==> config.mk <==
export PLATFORM = sky130hd
export DESIGN_NAME = reader_feed_ctrl_flat
export DESIGN_NICKNAME = d
export VERILOG_FILES = /design/src/rtl/reader_feed_ctrl_if.sv /design/src/rtl/reader_feed_ctrl.sv /design/src/flat_wrapper.sv
export SDC_FILE = /design/constraint.sdc
export NUM_CORES = 1
export LEC_CHECK = 0
export CORE_MARGIN = 2
export CORE_UTILIZATION = 42
export CTS_CLUSTER_DIAMETER = 80
export CTS_CLUSTER_SIZE = 16
export DETAILED_ROUTE_END_ITERATION = 8
export GPL_ROUTABILITY_DRIVEN = 0
export GPL_TIMING_DRIVEN = 0
export PLACE_DENSITY_LB_ADDON = 0.2
export SLEW_MARGIN = 20
export SYNTH_ARGS = -nofsm -noshare
export SYNTH_HDL_FRONTEND = slang
export SYNTH_SLANG_ARGS = --single-unit
==> constraint.sdc <==
create_clock -name clk -period 5.2 [get_ports clk]
set_input_delay 1.04 -clock clk [delete_from_list [all_inputs] [get_ports clk]]
set_output_delay 1.04 -clock clk [all_outputs]
set_load 0.03 [all_outputs]
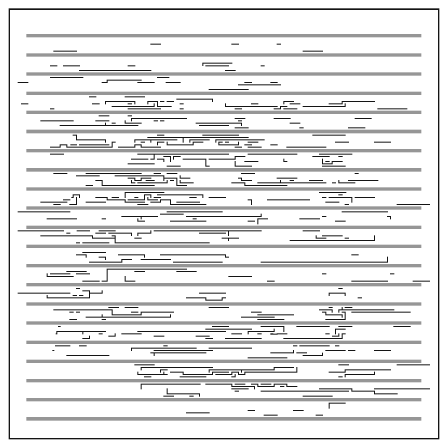
(M1 wires)
Supply wires on this layer in grey.
share of all routed wire: 41%
nets with wire on the layer: 184
wire length on this layer: 1,200 µm
main direction: horizontal
met1 usage: 0.206
final WL: 2910 µm

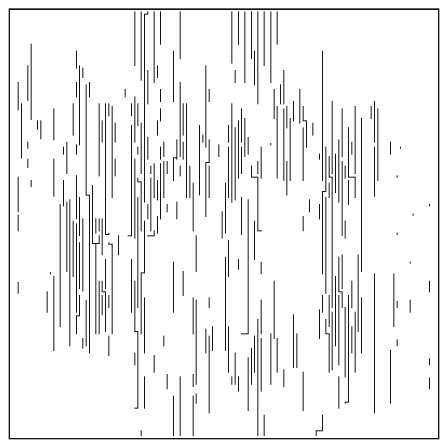
(signal wires on met2)
main direction: vertical
nets with wire on the layer: 194
longest straight run: 26.7 µm
wire length on this layer: 1,560 µm
via count: 1,156
met2 GRT Util: 0.301

==> flow_summary.json <==
{
  "dominant_cells": "combinational gates",
  "p_int_mw": 0.321,
  "r2r.worst_path.cells": 9,
  "seqAreaFraction": 0.300,
  "final.setup.tns_ns": 0,
  "ys_sh_mux": 0.0268,
  "layout.cells.most_common": "clkdlybuf4s50_1",
  "placedCellCount": 223,
  "async_reset_ff_frac": 1.00,
  "vdd_drop_max_mv": 0.150,
  "top_area_frac": 0.425,
  "relSlewSlack": 0.340,
  "seq_cell_power_mw": 0.210,
  "grt.overflow.total": 0,
  "die_width_um": 60.8,
  "fin_util": 0.627,
  "setup_ws_ns": 2.08,
  "path_depth": 10,
  "path_max_fanout": 5,
  "die_area_um2": 3690,
  "h-tree-depth": 1,
  "powerClk_mw": 0.0821,
  "seqCellArea_um2": 576,
  "clk_share": 0.0137,
  "highest_layer": "met4",
  "comb_area_um2": 756,
  "min_period_ns": 3.12,
  "place_hpwl_um": 2390,
  "cts_resized": 0,
  "hold_buffers": 0,
  "portBuffers": 48,
  "power_leader": "combinational cells",
  "rsz0062_at_grt": "false",
  "drt_iter0_drc": 35,
  "grt_pass1_vias": 1140,
  "p_switching_mw": 0.182,
  "layout.nets": 215,
  "final_cell_mix": "clkdlybuf4s50_1, dfrtp_1, nor2_1",
  "place_area_um2": 1890,
  "num_antenna_cells": 0,
  "fillCellCount": 296,
  "hold_viol": 0,
  "cts_made_buffers": 3,
  "synth_cells": 131,
  "grt_max_degree": 24,
  "slew_viol_final": 0,
  "clock_tree.root_cell": "clkbuf_4",
  "synth_cell_types": 43,
  "power.share.combinational": 0.420,
  "coreArea_um2": 3050,
  "drc": 0,
  "wl_met3_um": 110,
  "ys_ff": 23,
  "synth.most_common_cell": "dfrtp_1",
  "path_cells": "clkdlybuf4s50_1 > and4bb_2 > nand4b_1 > nor3_1 > ha_1 > ha_1 > nand3_1 > nor2_1 > nand2_1 > xnor2_1",
  "cts_setup_buffers": 0,
  "yosys.area_share.simple": 0.272,
  "finalCritPeriodShare": 0.600,
  "fmax_mhz": 321,
  "outcome": "finished, final reports clean",
  "hold_class": "reg -> reg",
  "crit_required_ns": 5.41,
  "ys_sh_aoi": 0.0998,
  "top_cells_by_count": "dfrtp_1, nor2_1, nand2_1",
  "swShare": 0.361,
  "yosys_area_um2": 1350,
  "clockBufferDepth": 2,
  "first_pass_iters": 4,
  "p_clk_frac": 0.163,
  "fp_util": 0.443,
  "edf_count": 0,
  "clkTransAtPathRegs_ns": 0.12,
  "dieHeight_um": 60.8,
  "clock_sinks": 23,
  "r2r_slack_ns": 3.04,
  "preCtsSetupSlack_ns": 1.74,
  "p_total_mw": 0.503,
  "clk_latency_ns": 0.31,
  "top_cells_by_area": "dfrtp_1, xnor2_1, ha_1, xor2_1, nor2_1",
  "synthFlopType": "dfrtp_1",
  "met3_usage": 0.0213,
  "yosys_cells": 131,
  "grt_pass1_wl_um": 4700,
  "pg_comb_mw": 0.211,
  "cp_top_family": "simple AND/OR/NAND/NOR gates",
  "criticalPathCategory": "in -> reg",
  "hold_depth": 1,
  "yosysWarningCount": 0,
  "ant_nets": 0,
  "flop-count": 23,
  "crit_buf_inv": 1,
  "busiest_layer": "met2",
  "avgSynthCellArea_um2": 10.3,
  "openroad.warnings": 28,
  "p_seq_frac": 0.417,
  "num-nonclk-inverters": 4,
  "largest_area_cell": "dfrtp_1",
  "pin_count": 49,
  "wire_per_inst_um": 12.8,
  "drive_above_1_share": 0.0874,
  "fin_skew_ns": 0.00118,
  "drt-met1-wl_um": 1200,
  "area_delta_synth_final_pct": 41.5,
  "synthesis.area_um2": 1350,
  "cp_slowest_cell": "clkdlybuf4s50_1",
  "p_leak_nw": 0.810,
  "cp_data_arrival_time_ns": 3.32,
  "synth-xor-area-share": 0.114,
  "p_per_area_nw_per_um2": 263,
  "ys_seq_share": 0.425,
  "adder_share": 0.0462,
  "topCombFamilyByArea": "simple AND/OR/NAND/NOR gates",
  "comb_area_frac": 0.395,
  "cts_tree": "yes",
  "path_common_cell": "ha_1"
}
